`src/rtl/tdc_seq_pkg.sv`:
```
// Shared types and default sizing for the TDC hit/clear stimulus sequencer.
// The wait-for-result timeout is enabled by defining TDC_SEQ_TIMEOUT_EN.
package tdc_seq_pkg;

    localparam int SHOT_W_DEF      = 8;
    localparam int GAP_W_DEF       = 16;
    localparam int HIT_LEN_DEF     = 1;
    localparam int CLR_LEN_DEF     = 1;
    localparam int TIMEOUT_CYC_DEF = 1024;

    typedef enum logic [2:0] {
        IDLE,
        HIT,
        WAIT_RES,
        CLEAR,
        GAP,
        DONE
    } state_t;

endpackage

```
`src/rtl/tdc_seq_timer.sv`:
```
// Loadable down-counter with a zero flag. One instance serves every timed
// sequencer state, since those states never overlap.
module tdc_seq_timer #(
    parameter int W = 16
) (
    input  logic         clk,
    input  logic         rst_n,
    input  logic         load_i,
    input  logic         en_i,
    input  logic [W-1:0] load_val_i,
    output logic         zero_o
);

    logic [W-1:0] cnt_q;
    logic [W-1:0] cnt_d;

    always_comb begin
        cnt_d = cnt_q;
        if (load_i) begin
            cnt_d = load_val_i;
        end else if (en_i && (cnt_q != '0)) begin
            cnt_d = cnt_q - W'(1);
        end
    end

    always_ff @(posedge clk or negedge rst_n) begin
        if (!rst_n) begin
            cnt_q <= '0;
        end else begin
            cnt_q <= cnt_d;
        end
    end

    assign zero_o = (cnt_q == '0);

endmodule

```
`src/rtl/tdc_stim_sequencer.sv`:
```
// Burst scheduler for the TDC hit/clear stimulus path (start/busy/done control).
// Define TDC_SEQ_TIMEOUT_EN to bound the wait for tdc_valid and flag timeouts.
module tdc_stim_sequencer
    import tdc_seq_pkg::*;
#(
    parameter int SHOT_W      = SHOT_W_DEF,
    parameter int GAP_W       = GAP_W_DEF,
    parameter int HIT_LEN     = HIT_LEN_DEF,
    parameter int CLR_LEN     = CLR_LEN_DEF,
    parameter int TIMEOUT_CYC = TIMEOUT_CYC_DEF
) (
    input  logic              clk,
    input  logic              rst_n,
    input  logic              start,
    input  logic              abort,
    input  logic [SHOT_W-1:0] shots_cfg,
    input  logic [GAP_W-1:0]  gap_cfg,
    input  logic              tdc_valid,
    output logic              hit,
    output logic              clear,
    output logic              busy,
    output logic              done,
    output logic [SHOT_W-1:0] shot_cnt,
    output logic              timeout_err
);

    state_t            state_q, state_d;
    logic [SHOT_W-1:0] shots_q, shots_d;
    logic [GAP_W-1:0]  gap_q, gap_d;
    logic [SHOT_W-1:0] shot_cnt_q, shot_cnt_d;
    logic              abort_q, abort_d;
    logic              hit_q, hit_d;
    logic              clear_q, clear_d;
    logic              busy_q, busy_d;
    logic              done_q, done_d;
    logic              tmr_load;
    logic              tmr_en;
    logic              tmr_zero;
    logic [GAP_W-1:0]  tmr_val;
    logic              last_shot;
    logic              wait_expired;

`ifdef TDC_SEQ_TIMEOUT_EN
    logic timeout_q, timeout_d;
    assign wait_expired = tmr_zero;
`else
    assign wait_expired = 1'b0;
`endif

    assign last_shot = (shot_cnt_q == shots_q);

    tdc_seq_timer #(.W(GAP_W)) u_timer (
        .clk        (clk),
        .rst_n      (rst_n),
        .load_i     (tmr_load),
        .en_i       (tmr_en),
        .load_val_i (tmr_val),
        .zero_o     (tmr_zero)
    );

    always_ff @(posedge clk or negedge rst_n) begin
        if (!rst_n) begin
            state_q    <= IDLE;
            shots_q    <= '0;
            gap_q      <= '0;
            shot_cnt_q <= '0;
            abort_q    <= 1'b0;
            hit_q      <= 1'b0;
            clear_q    <= 1'b0;
            busy_q     <= 1'b0;
            done_q     <= 1'b0;
`ifdef TDC_SEQ_TIMEOUT_EN
            timeout_q  <= 1'b0;
`endif
        end else begin
            state_q    <= state_d;
            shots_q    <= shots_d;
            gap_q      <= gap_d;
            shot_cnt_q <= shot_cnt_d;
            abort_q    <= abort_d;
            hit_q      <= hit_d;
            clear_q    <= clear_d;
            busy_q     <= busy_d;
            done_q     <= done_d;
`ifdef TDC_SEQ_TIMEOUT_EN
            timeout_q  <= timeout_d;
`endif
        end
    end

    // A pending abort is remembered so the clear pulse still completes before DONE.
    always_comb begin
        state_d    = state_q;
        shots_d    = shots_q;
        gap_d      = gap_q;
        shot_cnt_d = shot_cnt_q;
        abort_d    = abort_q;
`ifdef TDC_SEQ_TIMEOUT_EN
        timeout_d  = timeout_q;
`endif
        unique case (state_q)
            IDLE: begin
                if (start) begin
                    shots_d    = shots_cfg;
                    gap_d      = gap_cfg;
                    shot_cnt_d = '0;
                    abort_d    = 1'b0;
`ifdef TDC_SEQ_TIMEOUT_EN
                    timeout_d  = 1'b0;
`endif
                    state_d    = (shots_cfg == '0) ? DONE : HIT;
                end
            end
            HIT: begin
                if (abort) begin
                    abort_d = 1'b1;
                    state_d = CLEAR;
                end else if (tmr_zero) begin
                    state_d = WAIT_RES;
                end
            end
            WAIT_RES: begin
                if (tdc_valid || wait_expired) begin
                    shot_cnt_d = shot_cnt_q + SHOT_W'(1);
                end
`ifdef TDC_SEQ_TIMEOUT_EN
                if (!tdc_valid && wait_expired) begin
                    timeout_d = 1'b1;
                end
`endif
                if (abort) begin
                    abort_d = 1'b1;
                end
                if (tdc_valid || wait_expired || abort) begin
                    state_d = CLEAR;
                end
            end
            CLEAR: begin
                if (abort) begin
                    abort_d = 1'b1;
                end
                if (tmr_zero) begin
                    if (abort_q || abort || (gap_q == '0 && last_shot)) begin
                        state_d = DONE;
                    end else if (gap_q == '0) begin
                        state_d = HIT;
                    end else begin
                        state_d = GAP;
                    end
                end
            end
            GAP: begin
                if (abort || (tmr_zero && last_shot)) begin
                    state_d = DONE;
                end else if (tmr_zero) begin
                    state_d = HIT;
                end
            end
            DONE: begin
                state_d = IDLE;
            end
            default: begin
                state_d = IDLE;
            end
        endcase
    end

    // Timer is reloaded on every state entry with that state's duration minus one.
    always_comb begin
        tmr_load = (state_d != state_q);
        tmr_en   = (state_q != IDLE);
        tmr_val  = '0;
        hit_d    = (state_d == HIT);
        clear_d  = (state_d == CLEAR);
        busy_d   = (state_d != IDLE);
        done_d   = (state_d == DONE);
        unique case (state_d)
            HIT:      tmr_val = GAP_W'(HIT_LEN - 1);
            WAIT_RES: tmr_val = GAP_W'(TIMEOUT_CYC - 1);
            CLEAR:    tmr_val = GAP_W'(CLR_LEN - 1);
            GAP:      tmr_val = gap_q - GAP_W'(1);
            default:  tmr_val = '0;
        endcase
    end

    assign hit      = hit_q;
    assign clear    = clear_q;
    assign busy     = busy_q;
    assign done     = done_q;
    assign shot_cnt = shot_cnt_q;
`ifdef TDC_SEQ_TIMEOUT_EN
    assign timeout_err = timeout_q;
`else
    assign timeout_err = 1'b0;
`endif

endmodule
```
`config.mk`:
```
export PLATFORM = sky130hd
export DESIGN_NAME = tdc_stim_sequencer
export DESIGN_NICKNAME = d
export VERILOG_FILES = /design/src/rtl/tdc_seq_pkg.sv /design/src/rtl/tdc_seq_timer.sv /design/src/rtl/tdc_stim_sequencer.sv
export SDC_FILE = /design/constraint.sdc
export NUM_CORES = 1
export LEC_CHECK = 0
export CAP_MARGIN = 0
export CORE_MARGIN = 5
export CORE_UTILIZATION = 35
export DETAILED_ROUTE_END_ITERATION = 10
export DONT_BUFFER_PORTS = 1
export HOLD_SLACK_MARGIN = 0.06
export SLEW_MARGIN = 20
export SYNTH_ARGS = -nofsm -noshare
export SYNTH_HDL_FRONTEND = slang
export SYNTH_SLANG_ARGS = --single-unit
```
`constraint.sdc`:
```
create_clock -name clk -period 4.41 [get_ports clk]
set_input_delay 0.441 -clock clk [delete_from_list [all_inputs] [get_ports clk]]
set_output_delay 0.441 -clock clk [all_outputs]
set_load 0.01 [all_outputs]
```
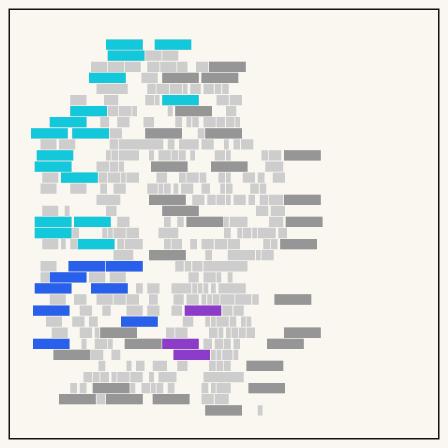
*Sequential cells grouped by signal name, run 1*
Other sequential cells in the stronger grey, the rest of the logic in the fainter grey.
colour	name in the netlist	flops
blue	`shots_q`	8
purple	`state_q`	3
cyan	`gap_q`	16
not coloured	29
FF+latch area: 0.00140 mm2
flop share of the area: 41.2%
seq pwr: 883 uW

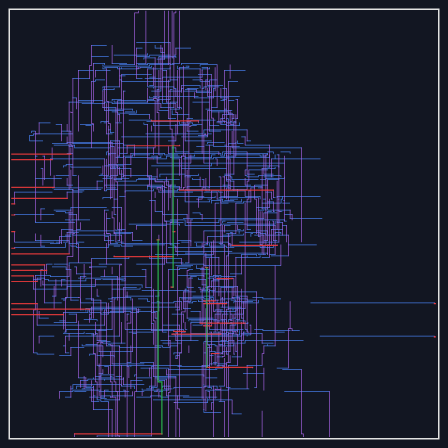
*Routed metal, one colour a layer, run 1*
colour	layer	wire length
blue	M1	3190 um
green	M4	108 um
purple	M2	3120 um
red	M3	279 um

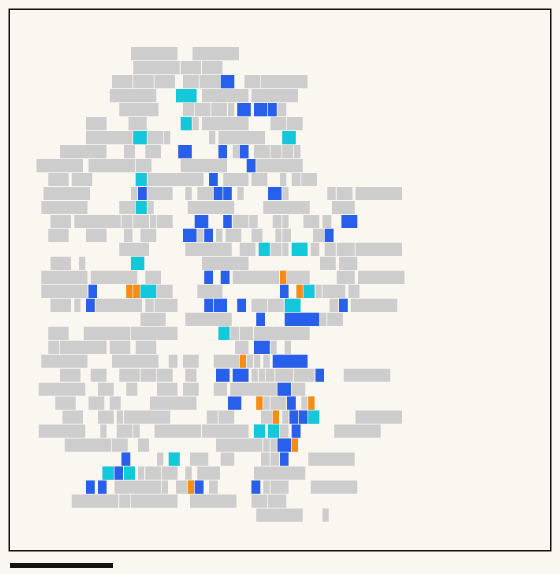
*Gate families picked out, run 1*
Bar = 20 um.
colour	family	cells
cyan	and/or cells	19
blue	aoi and oai cells	49
orange	inv cells	10

==> job_summary.md, run 1 <==
## Implementation flow summary

| Metric | Value |
|---|---|
| Leak | roughly 1.5 nW |
| DRT Pass-1 Iters | 4 |
| Yosys xor share | 9.97% |
| Critical Path End Type | register |
| Vias in the first global route | 2321 |
| CTS tree | built |
| Cts hold-fix bufs | 2 |
| Total die area | between 0.01 and 0.015 mm2 |
| Logic cell area | about 0.0017 mm2 |
| WL met2 | between 3000 and 4000 um |
| Final Power | 2.00 mW |
| Simple Share, Synth | 19.3% |
| Comb power frac | between 30% and 40% |
| Registers | 56 |
| FA/HA/MAJ Cells, Area Fraction | roughly 1.2% |
| Tool warning count | 26 |
| Largest net degree at the start of global routing | between 50 and 60 |
| Comb area leader | simple AND/OR/NAND/NOR gates |
| Synth mux share | 8.47% |
| GR Overflow Total | 0 |
| Hold depth | 2 |
| Yosys chip area | approximately 0.0032 mm2 |
| Final std cells w/o fill | about 420 |
| Status | finished, final reports clean |
| Slew @ Worst Pin | a little under 0.9 ns |
| First-pass GRT wire length | around 12000 um |
| DRT iter0 DRCs | between 150 and 200 |
| Peak supply drop | between 0.2 and 0.3 mV |
| Worst slew margin | between 40% and 50% |
| Post-synth EDFFs | 0 |
| GRT met3 Usage | around 2.5% |
| ANT cells | 0 |
| Clock tree buffer depth | 2 |
| Synthesized area per cell | roughly 10 um2 |
| Setup bufs post-CTS | 0 |
| Reg-to-reg slack, setup | 1.31 ns |
| R2R depth | 9 |
| Clk latency late pin | about 0.31 ns |
| Skew final | around 0.013 ns |
| Total CTS buffers | 5 |
| CP endpoint | u_timer.cnt_q[2] |
| Worst hold start | gap_cfg[1] |
| Chip width | about 110 um |
| Syn. warnings | 0 |
| Switching share of power | between 30% and 40% |
| CLK BUF | 5 |
| Clk pwr share | about a fifth |
| Filler cells | 861 |
| Met1 WL | 3190 um |
| Cell type with the largest total area | dfrtp_1 |
| Initial antenna violation count | 0 |
| Non-clock buffers | 3 |
| Die extent in y | between 100 and 150 um |
| Place WS | about 1.3 ns |
| Net Count, Synth | around 340 |
| Core Density at Floorplan | 36.1% |
| Delay-heaviest family, CP | AND-OR/OR-AND gates |
| Gpl congestion | between 0.8 and 0.9 |
| Worst r2r src | u_timer.cnt_q[0] |
| Critical path class | reg2reg |
| Htree depth | 2 |
| Reg power frac | between 40 and 50% |
| WP data required | between 4 and 5 ns |
| Drt via density | approximately 5.4 |
| DRC | 0 |
| Ys cells | around 310 |
| MaxCap Viol Count | 0 |
| Crit-path slowest cell | o21ai_2 |
| Final Cycle Share | 70.3% |
| Top Metal Used | met4 |
| Clk slew on worst S/H paths | around 0.1 ns |
| Startpoint Class | register |
| Post-Layout Inst Area | 0.00340 mm2 |
| Synth cell types | between 50 and 60 |
| Final wirelength | 6700 um |
| # IOs | 42 |
| Sw Pwr | 744 uW |
| Complex Gates by Area | between 10% and 20% |
| Layout cell share with drive strength beyond 1 | between 10 and 15% |
| Cell Area, Synth | around 0.0032 mm2 |
| Mapped Cells | 310 |
| Via Count | approximately 2200 |
| Placed instance count | 407 |
| PnR worst setup slack | between 1 and 1.5 ns |
| Invs w/o clock | 10 |
| Crit-path max cell delay | around 0.71 ns |
| # resized after CTS | 0 |
run 1: registers in the layout (all words and copies together) (netlist names), 3 cells and up:
signal         cells
gap_q             16
state_q            3
shots_q            8
shot_cnt           8
u_timer.cnt_q     16
run 1: synthesized netlist by cell type, types with 2 or more instances:
| master | number |
|---|---|
| nor4_1 | 10 |
| a21o_1 | 2 |
| or4_1 | 3 |
| o21ai_1 | 3 |
| nand2b_1 | 3 |
| nor4b_1 | 2 |
| or3_1 | 9 |
| nor3_1 | 11 |
| a21oi_1 | 14 |
| a221o_1 | 4 |
| o31ai_1 | 4 |
| nand2_1 | 24 |
| a22o_1 | 3 |
| xor2_1 | 19 |
| o211ai_1 | 2 |
| a22oi_1 | 3 |
| buf_6 | 2 |
| nor2_1 | 18 |
| buf_2 | 4 |
| ha_1 | 3 |
| dfrtp_1 | 56 |
| xnor2_1 | 17 |
| nand3_1 | 7 |
| a21boi_0 | 2 |
| o21ai_0 | 15 |
| mux2_2 | 22 |
| inv_1 | 10 |
| o21a_1 | 2 |
| mux2i_1 | 2 |
| nand4_1 | 5 |
| clkbuf_1 | 5 |
run 1: metrics by stage:
| stage | hold slack (ns) | utilization, % |
|---|---|---|
| finish | 0.259 | 38.8 |
| global route | 0.255 | 38.8 |
| CTS | 0.253 | 38.8 |
| detailed placement | 0.147 | 36.9 |
| global placement | 0.147 | 36.9 |
| floorplan | 0.145 | - |
run 1: power by group through the flow:
| stage | logic, mW | clock network [mW] | registers (mW) |
|---|---|---|---|
| 3_5_place_dp | 0.708 | 0 | 0.895 |
| 3_3_place_gp | 0.699 | 0 | 0.885 |
| 4_1_cts | 0.730 | 0.399 | 0.883 |
| 2_1_floorplan | 0.621 | 0 | 0.830 |
| 6_report | 0.728 | 0.386 | 0.883 |
| 5_1_grt | 0.825 | 0.422 | 0.913 |
==> inputs of run 2 (changes only) <==
==> constraint.sdc (replaced) <==
create_clock -name clk -period 2.6 [get_ports clk]
set_input_delay 0.26 -clock clk [delete_from_list [all_inputs] [get_ports clk]]
set_output_delay 0.26 -clock clk [all_outputs]
set_load 0.01 [all_outputs]
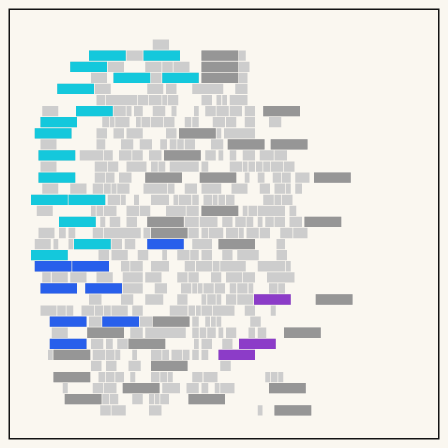
*Sequential cells grouped by signal name, run 2*
Other sequential cells in the stronger grey, the rest of the logic in the fainter grey.
colour	name in the netlist	flops
blue	`shots_q`	8
purple	`state_q`	3
cyan	`gap_q`	16
not coloured	29

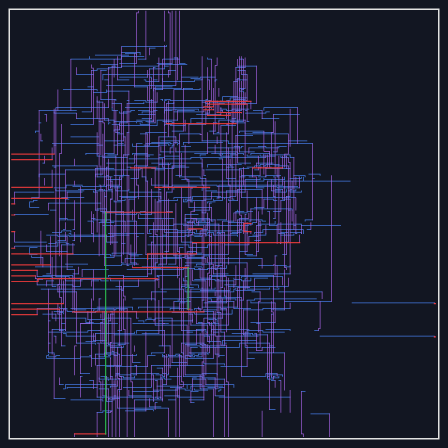
*Routed metal, one colour a layer, run 2*
colour	layer	wire length
purple	M2	3790 um
green	M4	64.6 um
red	M3	349 um
blue	M1	3430 um

==> run 2 against run 1 <==
  * Critical endpoint is now u_timer.cnt_q[8]
  * Final cell count up 14%
  * Synthesized cell count did not move
  * Highest routed layer unchanged
  * First-iteration DRC count decreased by 12%
  * Sequential share of layout area is 5.6 points lower
==> job_summary.md, run 2 <==
## Implementation flow summary

| Metric | Value |
|---|---|
| FF+latch area | 0.00140 mm2 (unchanged) |
| CLK BUF | 6 (+1) |
| Buffering overhead | between 10% and 20% |
| ANT cells | 0 (unchanged) |
| Via Count | 2498 (+11%) |
| Invs w/o clock | 10 (unchanged) |
| Largest net degree at the start of global routing | 57 (unchanged) |
| Most frequent cells after synthesis | 56 x dfrtp_1, 24 x nand2_1, 22 x mux2_2 |
| Comb power frac | 49.6% (+13 points) |
| MaxCap Viol Count | 0 (unchanged) |
| Seq pwr | 1.44 mW (+63%) |
| Filler cells | 830 (-3.6%) |
| DRT iter0 DRCs | 165 (-12%) |
| Logic power comb | 1.90 mW (+160%) |
| Mapped Cells | 310 (unchanged) |
| Drt via density | 5.28 (-2.3%) |
| Finished Core Util | 44.9% (+6.1 points) |
| Cell Area, Synth | 0.00316 mm2 (unchanged) |
| First-pass GRT wire length | 12500 um (+6.5%) |
| CTS tree | built |
| Skew final | 0.0150 ns (+0.00187 ns) |
| Syn. warnings | 0 (unchanged) |
| Vias in the first global route | 2536 (+9.3%) |
| Place WS | -0.184 ns (-1.51 ns) |
| Net Count, Synth | 342 (unchanged) |
| Registers | 56 (unchanged) |
| Synthesized area per cell | 10.2 um2 (unchanged) |
| Total CTS buffers | 5 (unchanged) |
| Critical path class | reg2reg |
| Critical Path End Type | register |
| Hold slack | 0.0732 ns (-0.186 ns) |
| Switching share of power | 38.3% (+1.0 points) |
| Crit-path max FO | 7 |
| Leak | 1.75 nW (+20%) |
| Reg power frac | 37.6% (-6.6 points) |
| Cell mode on critical path | buf_4 |
| Main power group | combinational cells |
| Power Dens Cells | around 980 mW/mm2 |
| Crit-path slowest cell | dfrtp_1 |
| Layout cell share with drive strength beyond 1 | 33.7% (+19 points) |
| GR Overflow Total | 0 (unchanged) |
| Startpoint Class | register |
| # IOs | 42 (unchanged) |
| Flop share of the area | 35.6% (-5.6 points) |
| WP data required | 2.82 ns (-1.79 ns) |
| Tool warning count | 27 (+3.8%) |
| Initial antenna violation count | 0 (unchanged) |
| Sw Pwr | 1.47 mW (+98%) |
| Ys cells | 310 (unchanged) |
| DRT Pass-1 Iters | 4 (unchanged) |
| Clk pwr | 494 uW (+28%) |
| Clock tree buffer depth | 2 (unchanged) |
| Final Cycle Share | 97.7% (+27 points) |
| DRC | 0 (unchanged) |
| Total negative setup slack | 0 ns |
| Cell type with the largest total area | dfrtp_1 |
| Core Density at Floorplan | 36.1% (unchanged) |
| Clock sink total | 56 |
| Non-clock buffers | 59 (+56) |
| Chip width | 105 um (unchanged) |
| Delay-heaviest family, CP | simple AND/OR/NAND/NOR gates |
| Gpl congestion | 0.848 (+5.3%) |
| Final wirelength | 7630 um (+14%) |
| Total die area | 0.0110 mm2 (unchanged) |
| Crit-path max cell delay | 0.41 ns (-0.30 ns) |
| Post-synth EDFFs | 0 (unchanged) |
| Logic cell area | 0.00179 mm2 (+7.9%) |
| Clk slew on worst S/H paths | 0.10 ns (about the same) |
| PnR worst setup slack | 0.0610 ns (-1.25 ns) |
| Synth cell types | 55 (unchanged) |
| Most frequent cell after synthesis | dfrtp_1 |
| Die extent in y | 105 um (unchanged) |
| Status | finished, final reports clean |
| Clk pwr share | 12.9% (-6.4 points) |
| Yosys chip area | 0.00316 mm2 (unchanged) |
| Largest regs | gap_q x16, u_timer.cnt_q x16 |
| Peak supply drop | 0.430 mV (+54%) |
==> run 2: cell counts after synthesis <==
Identical to the previous run, type by type.
==> run 2: repair_timing <==
| action | in CTS | in global routing |
|---|---|---|
| pin swaps | 4 | 5 |
| hold endpoints to repair | 56 | 0 |
| hold buffers | 2 | 0 |
| resized | 9 | 23 |
| setup endpoints to repair | 11 | 17 |
| setup buffers | 8 | 8 |
==> run 2: per-layer routing <==
layer / track usage [%] / vias to the layer above / part of all wire (%)
met1: 18.1 / 1216 / 45
li1: - / 1222 / -
met4: 3.84 / 0 / 0.84
met2: 22.4 / 56 / 50
met3: 2.10 / 4 / 4.6
met5: 0 / - / 0
==> run 2: through the flow <==
stage,cell area [um2],std cells,power (mW)
global placement,3560,448,3.05
CTS,3770,465,3.69
detailed placement,3560,448,3.07
global route,3940,473,4.13
finish,3940,473,3.84
floorplan,3160,310,2.46
==> run 2: logic make-up (layout without fill, tap and decap cells) <==
kind of cell	count (synthesis)	count (layout)	synth area share (%)
AND-OR/OR-AND	61	61	13.3
AND/OR/NAND/NOR	107	107	19.3
multiplexers	24	24	8.47
XOR/XNOR	36	36	9.97
buffers and inverters	22	77	3.36
adder cells (fa/ha/maj)	3	3	1.19
flip-flops	56	56	44.3
other	1	1	0.119
==> run 2: path summary, 6_finish.rpt <==
| path | startpoint | end | slack, ns | cells after the start |
|---|---|---|---|---|
| worst max-delay path | gap_q[1] | u_timer.cnt_q[8] | 0.06 | 12 |
| worst min-delay path | gap_cfg[0] | gap_q[0] | 0.07 | 2 |
| worst max register to register | gap_q[1] | u_timer.cnt_q[8] | 0.06 | 12 |
| worst min register to register | shots_q[1] | shots_q[1] | 0.53 | 1 |
| max in group asynchronous | rst_n | u_timer.cnt_q[0] | 1.87 | 2 |
| min in group asynchronous | rst_n | shot_cnt[1] | 0.48 | 2 |
No activity file was given, so power comes from the tool's default toggle rates.
